<file path="src/rtl/icache_refill_pkg.sv">
// icache_refill_pkg: shared widths and FSM state encoding for the icache refill engine
package icache_refill_pkg;
  localparam int ADDR_WIDTH = 32;
  localparam int ICACHE_BLK_WIDTH = 512;
  localparam int ICACHE_OFFSET_RANGE = 6;
  typedef enum logic [1:0] {IDLE, REQ, READ, DONE} state_t;
endpackage

</file>
<file path="src/rtl/icache_refill.sv">
// icache_refill: on a miss, arbitrates for the byte-wide RAM, streams one line little-endian and strobes it into the icache
// ports: clk/rst_in (async active-low); miss_in/if_ain/flush_in from fetch; ram_req/ram_gnt/ram_a/ram_wr/ram_din to the
// RAM arbiter; fill_en/fill_a/fill_d to the icache fill port (mem_in_en/mem_ain/mem_din)
module icache_refill
  import icache_refill_pkg::*;
#(
  parameter int ADDR_W = ADDR_WIDTH,
  parameter int BLK_BYTES = ICACHE_BLK_WIDTH / 8,
  parameter int BLK_BITS = 8 * BLK_BYTES,
  parameter int OFF_W = $clog2(BLK_BYTES)
) (
  input  logic                clk,
  input  logic                rst_in,
  input  logic                miss_in,
  input  logic [ADDR_W-1:0]   if_ain,
  input  logic                flush_in,
  output logic                ram_req,
  input  logic                ram_gnt,
  output logic [ADDR_W-1:0]   ram_a,
  output logic                ram_wr,
  input  logic [7:0]          ram_din,
  output logic                fill_en,
  output logic [ADDR_W-1:0]   fill_a,
  output logic [BLK_BITS-1:0] fill_d
);
  localparam logic [OFF_W:0] LAST = (OFF_W + 1)'(BLK_BYTES - 1);
  localparam logic [OFF_W:0] FULL = (OFF_W + 1)'(BLK_BYTES);
  localparam logic [ADDR_W-1:0] OFF_MASK = ADDR_W'(BLK_BYTES - 1);
  state_t state, nxt;
  logic [OFF_W:0] issue_cnt, cap_cnt, off;
  logic cap_valid, issuing;
  logic [ADDR_W-1:0] base;
  assign ram_wr = 1'b0;
  assign fill_a = base;
  // issue_cnt runs one past the last byte to mark "all issued"; the address stays on the last byte
  assign issuing = state == READ && issue_cnt != FULL;
  assign off = issue_cnt == FULL ? LAST : issue_cnt;
  assign ram_a = state == READ ? base + ADDR_W'(off) : '0;
  always_comb begin
    nxt = state == IDLE ? (miss_in && !flush_in ? REQ : IDLE)
        : state == DONE ? IDLE
        : flush_in ? IDLE
        : state == REQ ? (ram_gnt ? READ : REQ)
        : (cap_valid && cap_cnt == LAST ? DONE : READ);
  end
  always_ff @(posedge clk or negedge rst_in) begin
    if (!rst_in) begin
      state <= IDLE;
      ram_req <= 1'b0;
      fill_en <= 1'b0;
      base <= '0;
      fill_d <= '0;
      issue_cnt <= '0;
      cap_cnt <= '0;
      cap_valid <= 1'b0;
    end else begin
      state <= nxt;
      ram_req <= nxt == REQ || nxt == READ;
      fill_en <= nxt == DONE;
      cap_valid <= issuing;
      if (state == IDLE && miss_in && !flush_in) base <= if_ain & ~OFF_MASK;
      if (state == REQ && ram_gnt) begin
        issue_cnt <= '0;
        cap_cnt <= '0;
      end
      if (issuing) issue_cnt <= issue_cnt + 1'b1;
      if (state == READ && cap_valid) begin
        fill_d[8*cap_cnt[OFF_W-1:0] +: 8] <= ram_din;
        cap_cnt <= cap_cnt + 1'b1;
      end
    end
  end
endmodule

</file>
<file path="config.mk">
export PLATFORM = sky130hd
export DESIGN_NAME = icache_refill
export DESIGN_NICKNAME = d
export VERILOG_FILES = /design/src/rtl/icache_refill_pkg.sv /design/src/rtl/icache_refill.sv
export SDC_FILE = /design/constraint.sdc
export NUM_CORES = 1
export LEC_CHECK = 0
export CAP_MARGIN = 20
export CORE_AREA = 2 2 241 243
export DETAILED_ROUTE_END_ITERATION = 8
export DIE_AREA = 0 0 243 245
export GPL_ROUTABILITY_DRIVEN = 0
export PLACE_DENSITY = 0.68
export SETUP_SLACK_MARGIN = 0.1
export SLEW_MARGIN = 20
export SYNTH_ARGS = -nofsm -noshare
export SYNTH_HDL_FRONTEND = slang
export SYNTH_SLANG_ARGS = --single-unit
</file>
<file path="constraint.sdc">
create_clock -name clk -period 3.7 [get_ports clk]
set_input_delay 0.37 -clock clk [delete_from_list [all_inputs] [get_ports clk]]
set_output_delay 0.37 -clock clk [all_outputs]
set_load 0.01 [all_outputs]
</file>
### A small window of the routed layout, run 1

The bar under the picture is 10 um long. Region (106, 108) to (136, 138) um. Cells in gray, sequential cells in the stronger gray; small squares are vias.
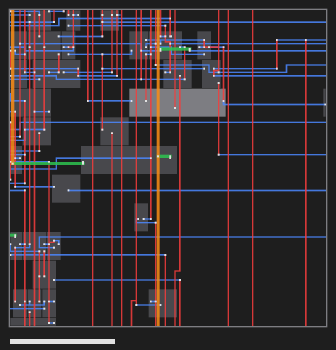
color	layer
red	met2
blue	met1
orange	met4
green	met3
cells with their middle in the window	29
sequential cells in the window	1
netlist names of flops here include	fill_d (1)
most frequent	buf_4 (7), nor2_1 (6)

### The metal 4 layer, run 1

Supply wires on this layer in gray.
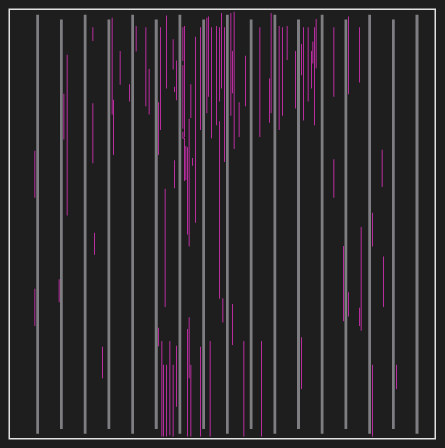
nets with wire on the layer	67
main direction	vertical
wire length on this layer	3490 um
longest straight run	106 um

### Clock nets, run 1

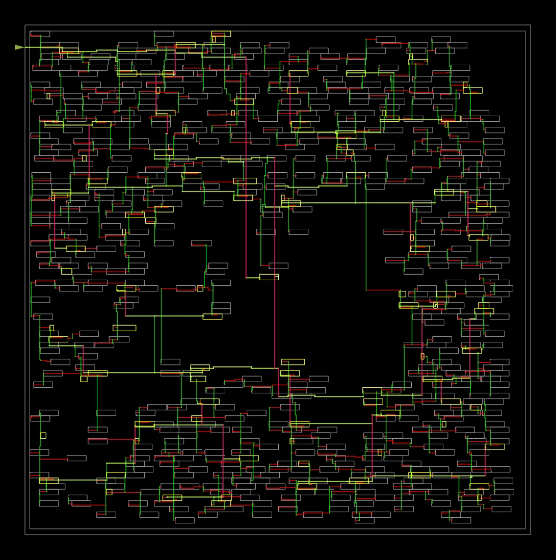
clock tree skew after final layout: 0.0230 ns
clock buffer instance count of the final layout: 83
cts bufs inserted: 58
worst-skew pair later-pin latency: 0.63 ns
count of clock tree sinks: 557

==> notes.md, run 1 <==
Implementation status.

- The flow ran to the end, and the final reports show no timing, DRC or antenna violations.
- The number of DRC violations after detailed routing is 0.
- Per the run summary, max-cap violations total 0.
- The critical path is of the flip-flop to output pin type.
- The final timing report derives a shortest allowable period of 3.42 ns.
- The flow reported a cell area power density of 431 nW/um2.
- The fraction of power consumed by sequential logic is 46.6%.
- STA classifies the critical path startpoint as a flip-flop.
- Across all layers, the routed design uses 20.1k vias.
- The number of standard cells after synthesis is 2178.
- The global-route wire length before repair is 127 mm.
- The source of the critical timing path is issue_cnt[0]$_DFFE_PN0P_.
- The number of vias per cell is 5.61.
- Power attributed to the clock group is 5.85 mW.
- The top contributor to total power is sequential cells.
- The largest fanout of any net on the critical path is 9.
- The HPWL after detailed placement is 61.8 mm.
- The met3 wire length is 7.08 mm.
- The finished design was reported to have a net count of 2822.
- Cells fill 56.3% of the core in the end.
- The overall power of the completed layout is 13.8 mW.
- The via count of the first global-routing pass is 20.1k.
- Global routing used 27.9% of the available tracks across all layers.
- The count of pins on the block boundary is 624.
- The placement report lists the number of port buffers as 610.
- The sequential cell area fraction in the yosys report is 60.4%.
- The maximum number of pins on one net before global-route repair is 92.
- The data arrival time of the worst path is 3.05 ns.
- The launch point of the worst hold path is ram_din[2].
- The initial detailed-routing violation count is 1579.
- TritonCTS built the clock tree.
- In this run the top signal layer used is met4.
- The pin closest to its max-slew limit shows a slew of 1.04 ns.
- The routed wire length is 85.6 mm.
- The max-slew violation total from the final report is 0.
- Setup slack on the critical path of the routed design comes to 0.277 ns.
- STA on the placed design reports a worst setup slack of 0.159 ns.
- The fraction of registers with async set or reset after synthesis is 100%.
- The proportion of netlist area held by the largest area contributor is 60.4%.
- Each instance of the synthesized netlist takes up on average 10.6 um2.
- After floorplanning, the core was sized to cover 57000 um2.
- The routed metal-1 wire length is 34.4 mm.
- The global-route congestion overflow total is 0.
- The cell type contributing the most total cell area after synthesis is dfrtp_1.
- Per the timing report, the achievable frequency comes out to 0.292 GHz.
- The classification of the worst-slack hold path is input pin to flip-flop.
- For the final routed database, the setup TNS stands at 0 ns.
- In this run, synthesis produced a sequential element count of 557.
- For reference, the placement row count at floorplan is 88.
- The number of antenna violations at the first check in global routing is 0.
- Summed over all combinational cells, the power is 1.53 mW.
- The cell total in the yosys stat output is 2178.
- Across all hold checks on the routed design, the worst slack comes to 0.215 ns.
- Summed over all nets, the switching power comes to 3.61 mW.
- The number of failing setup endpoints in the final timing report is 0.
- The floorplan step set the die height to 245 um.
- For reference, the clock transition at the flip-flops on the worst setup and hold paths is 0.06 ns.
- Post-synthesis, Yosys gives the total cell area as 23100 um2.
- The starting density of the core is 40.5%.
- The ratio of final minimum period to clock period is 92.5%.
-- run 1: final timing paths --
| path | depth (start not counted) | to | slack [ns] |
|---|---|---|---|
| max | 12 | ram_a[18] | 0.28 |
| min | 3 | fill_d[410]$_DFFE_PN0P_ | 0.22 |
| max reg2reg | 7 | fill_d[503]$_DFFE_PN0P_ | 0.29 |
| min reg2reg | 2 | fill_d[4]$_DFFE_PN0P_ | 0.47 |
| max in group asynchronous | 3 | cap_valid$_DFF_PN0_ | 2.29 |
| min in group asynchronous | 2 | fill_d[115]$_DFFE_PN0P_ | 0.42 |
-- run 1: sequential cells by signal, summed over array words and instances (netlist names) --
name       count
fill_d       512
fill_a        26
cap_cnt        7
issue_cnt      7
state          2
cap_valid      1
fill_en        1
ram_req        1
-- run 1: through the flow --
stage,area (um2),std cells
after floorplan,23100,2184
after global placement,30100,3467
after detailed placement,30100,3467
after CTS,32000,3573
after global routing,32100,3577
final,32100,3577
-- run 1: kinds of logic after synthesis --
| kind of cell | after synthesis | synth area share (%) |
|---|---|---|
| buffers and inverters | 168 | 3.09 |
| DFF | 557 | 60.4 |
| muxes | 135 | 6.57 |
| and+or+nand+nor | 692 | 13.6 |
| other | 1 | 0.0162 |
| adders and majority gates | 8 | 0.433 |
| xor gates and xnor gates | 26 | 1.07 |
| AOI/OAI and AO/OA | 591 | 14.8 |
-- run 1: cell usage in the layout, fill, tap and decap left out, types with 7 or more instances in the layout --
master / n
nand2_1: 388
buf_4: 60
mux2_2: 130
dlygate4sd2_1: 7
a21oi_1: 11
clkbuf_1: 13
nor3_1: 11
and2_1: 10
clkbuf_8: 11
dlymetal6s2s_1: 10
nand2b_1: 12
nor2_1: 69
buf_12: 9
nand4_1: 23
o21ai_0: 393
conb_1: 7
clkdlybuf4s50_1: 583
buf_2: 9
nand3_1: 95
o31ai_1: 117
clkbuf_16: 59
clkinv_2: 10
and3_1: 13
xor2_1: 19
o41ai_1: 27
inv_1: 11
or3_1: 7
dfrtp_1: 555
o21ai_1: 25
-- run 1: repair_timing --
action                                  4_1_cts  5_1_grt
gates resized                                13       15
pin swaps                                     0        1
hold buffers                                  1        0
endpoints found under the setup margin       18       30
hold endpoints to repair                     80        0
buffers inserted                              2        1
-- run 1: cell type report --
cell class / count / area, um2
multi-input combinational: 1459 / 8530
inverter: 11 / 41.3
clock inverter: 20 / 209
tap: 765 / 957
sequential: 557 / 13900
clock buffer: 83 / 1680
timing repair buffer: 682 / 6740
fill: 4874 / 24900
-- run 1: routing by layer --
metal  vias up  GRT usage [%]
met1     10111           35.5
met3       199           7.54
li1       8866              -
met5         -              0
met4         0           11.2
met2       902           45.5
-- run 1: worst max-delay path, cell delays in order (launching register included) --
cell,delay [ns]
dfrtp_1,0.35
inv_1,0.05
ha_1,0.20
and4_2,0.24
nor2_1,0.11
ha_2,0.22
ha_2,0.22
and3_1,0.19
buf_4,0.16
nand4_1,0.11
xor2_1,0.16
nor2_1,0.13
dlygate4sd2_1,0.29
### Routed metal, one color a layer, run 1

Only two layers are drawn.
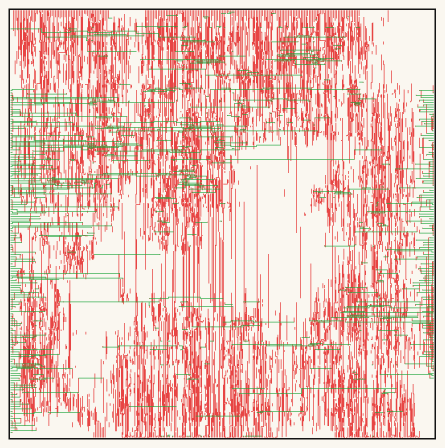

==> run 2, diff against run 1 <==
--- a/config.mk
+++ b/config.mk
@@ -6,11 +6,12 @@
 export NUM_CORES = 1
 export LEC_CHECK = 0
 export CAP_MARGIN = 20
-export CORE_AREA = 2 2 241 243
+export CORE_AREA = 2 2 245 247
+export CTS_BUF_LIST = sky130_fd_sc_hd__clkbuf_4 sky130_fd_sc_hd__clkbuf_8
 export DETAILED_ROUTE_END_ITERATION = 8
-export DIE_AREA = 0 0 243 245
+export DIE_AREA = 0 0 247 249
 export GPL_ROUTABILITY_DRIVEN = 0
-export PLACE_DENSITY = 0.68
+export PLACE_DENSITY = 0.66
 export SETUP_SLACK_MARGIN = 0.1
 export SLEW_MARGIN = 20
 export SYNTH_ARGS = -nofsm -noshare
### Routed metal, one color a layer, run 2

Only two layers are drawn.
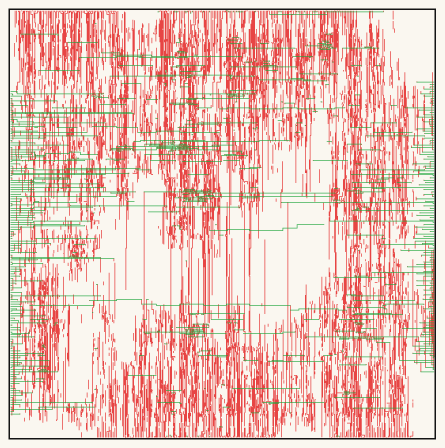
color	layer	wire length
red	met2	39.9 mm
green	met3	7300 um

==> notes.md, run 2 <==
Implementation status.

- The synthesized area per cell is 10.6 um2 (unchanged).
- By startpoint and endpoint, the worst setup path is classified as flip-flop to output pin.
- By instance count, the leading cell after synthesis is dfrtp_1.
- The maximum number of pins on one net before global-route repair is 84 (-8.7%).
- By instance count, the cell type seen most on the critical path is nor2_1.
- The met3 wire length is 7.30 mm (+3.1%).
- In this run the VDD rail shows a maximum IR drop of 0.000320 V.
- The tree is rooted in a clkbuf_8.
- The overall track demand over capacity in global routing is 27.4% (-0.58 points).
- During synthesis, Yosys emitted a total of 0 warnings.
- The clock sink count is 557 (unchanged).
- The placeable core area is 58700 um2 (+2.9%).
- The critical path endpoint category is an output pin.
- The count of cells along the worst register-to-register path is 8 (+1).
- The kind of cell with the highest combined delay along the critical path is simple AND/OR/NAND/NOR gates.
- The clock skew was 0.0349 ns (+0.0119 ns).
- The met2 wire length is 39.9 mm.
- The number of instances on the worst hold path is 3 (unchanged).
- The critical path's largest stage delay is 0.55 ns (+0.20 ns).
- The cell total in the yosys stat output is 2178 (unchanged).
- The script logs the mean routed wire length per placed instance as 23.4 um.
- The flow ran to the end, and the final reports show no timing, DRC or antenna violations.
- The reg-to-reg setup timing slack is 0.31 ns (+0.02 ns).
- The CTS clock-pin slew for the worst setup and hold paths was 0.07 ns (about the same).
- The worst-case setup margin in the final layout is 0.182 ns (-0.0949 ns).
- The area overhead of the layout relative to synthesis is 39.9%.
- The shortest period the worst path allows is 3.52 ns (+0.0949 ns).
- Setup repair after global routing could not meet its margin everywhere.
- The critical path endpoint has a required time of 3.33 ns.
- The number of vias per cell is 5.50 (-2.1%).
- The slowest cell on the critical path is clkdlybuf4s50_1.
- The number of optimization iterations in the first detailed-route pass is 7.
- The register with the most flip-flops in the final layout is fill_d.
- The number of flip-flops under the largest register name was 512 (unchanged).
- The count of unique library cells instantiated by Yosys is 63.
- The starting density of the core was 39.3% (-1.1 points).
- Per the cell usage report, the commonest logic cells after layout are clkdlybuf4s50_1 (584), dfrtp_1 (556), o21ai_0 (393).
- The worst-margin pin slew was 1.05 ns (+0.0137 ns).
- The overall die area is 61500 um2.
- The ratio of final minimum period to clock period came to 95.1% (+2.6 points).
- The max-slew violation total from the final report is 0 (unchanged).
- The sequential cell area fraction in the yosys report came to 60.4% (unchanged).
- Before any placement, the netlist area is recorded as 23100 um2.
- Per the timing report, the most critical flop-to-flop path originates at cap_cnt[1]$_DFFE_PN0P_.
- The residual antenna-violating net count after detailed routing is 0.
- The tightest slew margin relative to the limit is 29.7%.
- The number of warnings in the stage logs is 36.
- Routed signal wires occupy layers up through met4.
- The deepest level of the CTS H-tree is 3.
- Summed over all cells, the static leakage comes to 13.4 nW.
- The fraction of registers with async set or reset after synthesis came to 100% (unchanged).
- The detailed-placement wirelength estimate is 61.2 mm (-0.91%).
- The number of placement rows is 89 (+1.1%).
- The die span in x is 247 um.
- The die outline height is 249 um (+1.6%).
- The total power per unit cell area is 435 nW/um2 (+1.0%).
- The final-layout setup total negative slack is 0 ns (unchanged).
- The initial detailed-routing violation count is 1709 (+8.2%).
- The global-route congestion overflow total came to 0 (unchanged).
- The count of pins on the block boundary is 624 (unchanged).
- Leaving out fill and tap cells, the most frequent cell in the layout is clkdlybuf4s50_1.
- The main area contributors are dfrtp_1 (60%), o21ai_0 (8.5%), mux2_2 (6.3%), nand2_1 (6.3%), o31ai_1 (3.8%).
- The pre-CTS setup slack is 0.258 ns (+0.0992 ns).
- The source of the critical timing path is issue_cnt[2]$_DFFE_PN0P_.
- In this run, synthesis inferred 0 flip-flops with an integrated enable.
- The via count of the first global-routing pass is 19.6k (-2.7%).
- The routed metal-1 wire length is 35.2 mm (+2.4%).
- The number of antenna violations at the first check in global routing is 2 (+2).
- The clock passes through at most 3 buffers.
- The biggest area contributor in the post-synthesis netlist is dfrtp_1.
- The most common flop cell mapped by yosys is dfrtp_1.
- The synthesis area per yosys is 23100 um2 (unchanged).
- The report lists the cells along the critical path as nor2_1 > and4_2 > nor2_1 > ha_2 > buf_4 > and4_4 > buf_4 > xnor2_1 > nor2_1 > clkdlybuf4s50_1.
- The global-route wire length before repair is 127 mm (-0.13%).
- The vias after detailed routing is 20.1k (+0.22%).
- The capture point of the critical path was reported as ram_a[13].
- Counting instances in the post-synthesis netlist gives the leading cell types as dfrtp_1 (557), o21ai_0 (393), nand2_1 (388).
- The largest fanout of any net on the critical path was 9 (unchanged).
- The post-route netlist has 15.2% of its cells at a drive strength greater than 1.
- The flip-flop and latch count after synthesis is 557 (unchanged).
- The endpoint identified for the worst register-to-register timing path is fill_d[217]$_DFFE_PN0P_.
- The number of failing hold endpoints at the final stage is 0.
- The maximum clock frequency is 0.284 GHz (-2.7%).
- The number of buffers added by the clock tree synthesis step is 95 (+64%).
- The data arrival time of the worst path is 3.15 ns (+0.10 ns).
- The number of input and output port buffers inserted is 610 (unchanged).
- The number of failing setup endpoints in the final timing report is 0 (unchanged).
- The number of standard cells after synthesis is 2178 (unchanged).
- The number of DRC violations after detailed routing is 0 (unchanged).
- The kind of start point of the critical path is a flip-flop.
- The clock latency on the worst-skew pair is 0.71 ns (+0.08 ns).
- The proportion of netlist area held by the largest area contributor is 60.4% (unchanged).
- The buffer-and-inverter tally for the worst setup path came to 3 (unchanged).
- The tally of max-capacitance violations was 0 (unchanged).
- The routed wire length is 85.5 mm (about the same).
- TritonCTS built the clock tree.
- The logic depth of the worst setup path including buffers was 10 (-2).
- The number of nets in the final layout came to 2861 (+1.4%).
- The classification of the worst-slack hold path is input pin to flip-flop.
## run 2: cell type report
type                    count  area [um2]
diodes                      1        2.50
clock buffers             144        1860
clock inverters            33         298
fillers                  5033       26400
inverters                  11        41.3
multi-input cells        1459        8550
flip-flops and latches    557       13900
well taps                 773         967
repair buffers            684        6650
## run 2: kinds of logic after synthesis
group	synth area share, %
xor gates and xnor gates	1.07
buffers and inverters	3.09
DFF	60.4
AOI/OAI and AO/OA	14.8
other	0.0162
and+or+nand+nor	13.6
muxes	6.57
adders and majority gates	0.433
## run 2: through the flow
| stage | cell area [um2] | cells | power [mW] | hold WS (ns) | utilization (%) |
|---|---|---|---|---|---|
| after detailed placement | 30100 | 3474 | 8.03 | 0.436 | 51.2 |
| after global routing | 32300 | 3662 | 14.6 | 0.184 | 55.1 |
| final | 32300 | 3662 | 14.1 | 0.213 | 55.1 |
| after floorplan | 23100 | 2184 | 7.16 | 0.0744 | - |
| after global placement | 30100 | 3474 | 8.01 | 0.435 | 51.2 |
| after CTS | 32200 | 3654 | 14.2 | 0.157 | 54.9 |
## run 2: repair_timing
item	in CTS	in global routing
resized	23	17
endpoints found under the setup margin	21	55
pin swaps	0	2
hold buffers	1	0
endpoints found under the hold margin	71	0
buffers inserted	2	3
## run 2: worst register-to-register path: stages, from the launching register on
cell	delay, ns
dfrtp_1	0.48
or3_1	0.47
nor3_1	0.20
ha_1	0.22
nand4b_1	0.35
nor2_2	0.38
buf_4	0.25
nand3_1	0.43
o41ai_1	0.47
## run 2: worst min path at each step
| stage | endpoint | from |
|---|---|---|
| floorplan | cap_cnt[0]$_DFFE_PN0P_ | rst_in |
| global placement | fill_d[118]$_DFFE_PN0P_ | rst_in |
| detailed placement | fill_d[115]$_DFFE_PN0P_ | rst_in |
| CTS | fill_d[5]$_DFFE_PN0P_ | ram_din[5] |
| global route | fill_d[6]$_DFFE_PN0P_ | ram_din[6] |
| finish | fill_d[485]$_DFFE_PN0P_ | ram_din[5] |
## run 2: per-layer routing
metal / vias to the layer above / track usage [%]
met2: 892 / 43.0
met3: 175 / 7.52
met5: - / 0
met4: 0 / 9.93
li1: 8973 / -
met1: 10083 / 36.2
## run 2: report_power, final
part,internal (mW),leakage (nW),switching (mW)
combinational,0.585,6.83,0.930
sequential,6.26,5.42,0.172
clock,3.45,1.14,2.66
total,10.3,13.4,3.76
### Metal 1, run 2

Supply wires on this layer in gray.
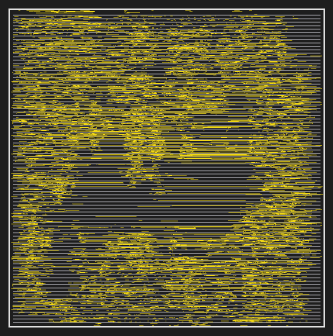

==> run 3, diff against run 2 <==
--- a/config.mk
+++ b/config.mk
@@ -13,7 +13,7 @@
 export GPL_ROUTABILITY_DRIVEN = 0
 export PLACE_DENSITY = 0.66
 export SETUP_SLACK_MARGIN = 0.1
-export SLEW_MARGIN = 20
+export SLEW_MARGIN = 15
 export SYNTH_ARGS = -nofsm -noshare
 export SYNTH_HDL_FRONTEND = slang
 export SYNTH_SLANG_ARGS = --single-unit
### Metal 1, run 3

Supply wires on this layer in gray.
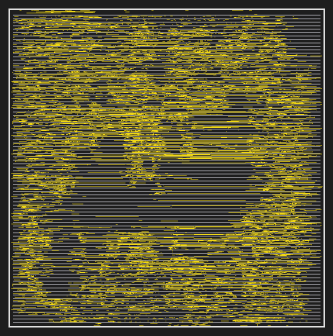
nets with wire on the layer	2556
longest straight run	81.4 um
main direction	horizontal

==> notes.md, run 3 <==
Implementation status.

- The synthesis area per yosys is 23100 um2 (unchanged).
- The data arrival time of the worst path is 3.15 ns (about the same).
- The smallest hold slack is 0.211 ns (-0.00290 ns).
- The count of pins on the block boundary is 624 (unchanged).
- The largest fanout of any net on the critical path was 9 (unchanged).
- The global-route wire length before repair is 127 mm (unchanged).
- The count of library flops with an enable pin was 0 (unchanged).
- The synthesized area per cell is 10.6 um2 (unchanged).
- The kind of start point of the critical path is a flip-flop.
- In the synthesized netlist, the cells that appear most often are dfrtp_1 (557), o21ai_0 (393), nand2_1 (388).
- The number of placement rows was 89 (unchanged).
- The shortest period the worst path allows is 3.52 ns (+0.00588 ns).
- The residual antenna-violating net count after detailed routing is 0 (unchanged).
- The die outline height is 249 um (unchanged).
- The met3 wire length came to 7.34 mm (+0.51%).
- The via count of the first global-routing pass is 19.6k (unchanged).
- Per the detail_route log, the uppermost layer with routed signals is met4.
- The number of failing hold endpoints at the final stage is 0 (unchanged).
- The cell type contributing the most total cell area after synthesis is dfrtp_1.
- The overall track demand over capacity in global routing is 27.4% (unchanged).
- The average detailed-routed wire length per instance is 23.4 um (about the same).
- The number of standard cells after synthesis is 2178 (unchanged).
- The number of nets in the final layout came to 2861 (unchanged).
- The synthesis report names the predominant flop master as dfrtp_1.
- The cell total in the yosys stat output is 2178 (unchanged).
- The cell with the most instances after synthesis is dfrtp_1.
- The tightest slew margin relative to the limit is 29.7% (+0.034 points).
- The library cell used most frequently in the layout, excluding fill and tap cells, is clkdlybuf4s50_1.
- The clock latency on the worst-skew pair is 0.71 ns (about the same).
- The met2 wire length came to 40.0 mm (+0.37%).
- The die span in x is 247 um (unchanged).
- The placeable core area is 58700 um2 (unchanged).
- Setup repair after global routing could not meet its margin everywhere.
- The detailed-placement wirelength estimate was 61.2 mm (unchanged).
- According to the hold report, the worst path is of the input pin to flip-flop type.
- The tally of max-capacitance violations is 0 (unchanged).
- The static power due to leakage is 13.4 nW (unchanged).
- The maximum clock frequency is 0.284 GHz (-0.17%).
- The proportion of layout cells with a drive suffix above 1 is 15.2% (unchanged).
- The maximum number of pins on one net before global-route repair is 84 (unchanged).
- The library cells used most frequently in the layout, excluding fill and tap cells, are clkdlybuf4s50_1 (584), dfrtp_1 (556), o21ai_0 (393).
- TritonCTS built the clock tree.
- The CTS clock-pin slew for the worst setup and hold paths is 0.06 ns (about the same).
- Counting flops per register, the top entry is fill_d.
- The fraction of registers with async set or reset after synthesis is 100% (unchanged).
- The post-synthesis instance area was 23100 um2 (unchanged).
- The number of input and output port buffers inserted is 610 (unchanged).
- The required time at the worst-slack endpoint is 3.33 ns (about the same).
- The critical path endpoint category is an output pin.
- The routed metal-1 wire length is 35.2 mm (+0.11%).
- The deepest level of the CTS H-tree came to 3 (unchanged).
- The clock skew is 0.0380 ns (+0.00313 ns).
- The global-route congestion overflow total is 0 (unchanged).
- The overall die area is 61500 um2 (unchanged).
- The max-slew violation total from the final report is 0 (unchanged).
- The maximum VDD drop is 0.000319 V (about the same).
- The number of warnings in the stage logs is 36 (unchanged).
- The initial detailed-routing violation count is 1761 (+3.0%).
- The area overhead of the layout relative to synthesis was 39.9% (unchanged).
- The final-layout setup total negative slack is 0 ns (unchanged).
- The vias after detailed routing is 20.1k (+0.075%).
- The flow ran to the end, and the final reports show no timing, DRC or antenna violations.
- The starting density of the core was 39.3% (unchanged).
- The worst-margin pin slew is 1.05 ns (-0.000502 ns).
- The number of optimization iterations in the first detailed-route pass was 6 (-1).
- The number of failing setup endpoints in the final timing report came to 0 (unchanged).
- By area the synthesized netlist is led by dfrtp_1 (60%), o21ai_0 (8.5%), mux2_2 (6.3%), nand2_1 (6.3%), o31ai_1 (3.8%).
- The sequential cell area fraction in the yosys report is 60.4% (unchanged).
- The routed wire length came to 85.6 mm (about the same).
- The cell sitting at the root of the clock tree is a clkbuf_8.
- The number of vias per cell was 5.50 (about the same).
- The proportion of netlist area held by the largest area contributor came to 60.4% (unchanged).
- The number of DRC violations after detailed routing is 0 (unchanged).
- The number of flip-flops under the largest register name came to 512 (unchanged).
- The clock sink count is 557 (unchanged).
- The count of unique library cells instantiated by Yosys was 63 (unchanged).
- The worst-case clock buffer depth is 3 (unchanged).
- The total number of yosys warnings came to 0 (unchanged).
- The number of buffers added by the clock tree synthesis step is 95 (unchanged).
- The number of antenna violations at the first check in global routing came to 2 (unchanged).
run 3: cell counts after synthesis:
Identical to the previous run, type by type.
run 3: kinds of logic (layout without fill, tap and decap cells):
logic type | after synthesis | after routing | synth area share (%)
other cells | 1 | 8 | 0.0162
xor+xnor | 26 | 26 | 1.07
flops | 557 | 557 | 60.4
mux | 135 | 135 | 6.57
buf+inv | 168 | 872 | 3.09
fa+ha+maj | 8 | 8 | 0.433
compound gates | 591 | 591 | 14.8
simple gates | 692 | 692 | 13.6
run 3: repair_timing:
| action | in CTS | in global routing |
|---|---|---|
| endpoints found under the setup margin | 21 | 55 |
| pin swaps | 0 | 2 |
| hold endpoints to repair | 71 | 0 |
| resized | 23 | 17 |
| cloned | 0 | 0 |
| hold buffers | 1 | 0 |
| setup buffers | 2 | 3 |
run 3: critical path, stage by stage, from the launching register on:
cell and delay (ns):
dfrtp_1 0.38, inv_1 0.07, ha_1 0.17, and4_2 0.32
nor2_1 0.07, ha_2 0.18, buf_4 0.14, and4_4 0.19
buf_4 0.17, xnor2_1 0.13, nor2_1 0.12, clkdlybuf4s50_1 0.55
run 3: area by class of cell:
type | instances | area, um2
fill | 5033 | 26400
multi-input combinational | 1459 | 8550
timing repair buffer | 684 | 6650
antenna | 1 | 2.50
clock buffer | 144 | 1860
inverter | 11 | 41.3
sequential | 557 | 13900
tap | 773 | 967
clock inverter | 33 | 298
run 3: worst paths after layout:
check	start	endpoint	slack, ns	depth (start not counted)
max	issue_cnt[0]$_DFFE_PN0P_	ram_a[13]	0.18	11
min in group asynchronous	rst_in	fill_d[115]$_DFFE_PN0P_	0.30	2
min reg2reg	fill_d[107]$_DFFE_PN0P_	fill_d[107]$_DFFE_PN0P_	0.48	2
max reg2reg	cap_cnt[1]$_DFFE_PN0P_	fill_d[148]$_DFFE_PN0P_	0.30	7
max in group asynchronous	rst_in	fill_d[9]$_DFFE_PN0P_	2.29	4
min	ram_din[5]	fill_d[5]$_DFFE_PN0P_	0.21	3
run 3: per-layer routing:
metal	global-route usage, %	vias to the layer above
li1	-	8978
met3	7.52	163
met1	36.2	10080
met4	9.93	0
met2	43.0	917
met5	0	-
run 3: power breakdown:
| group | switching, mW | internal [mW] | total (mW) |
|---|---|---|---|
| Combinational | 0.931 | 0.586 | 1.52 |
| Sequential | 0.173 | 6.26 | 6.43 |
| Clock | 2.66 | 3.45 | 6.11 |
run 3: per-stage QoR:
stage                     instances  instance area (um2)  power [mW]  utilization, %  setup WS (ns)
after floorplan                2184                23100        7.16               -          0.748
after global placement         3474                30100        8.01            51.2          0.395
after detailed placement       3474                30100        8.03            51.2          0.258
after CTS                      3654                32200        14.2            54.9         0.0888
after global routing           3662                32300        14.6            55.1        0.00751
final                          3662                32300        14.1            55.1          0.177
Power is estimated from default activity; no workload was simulated.
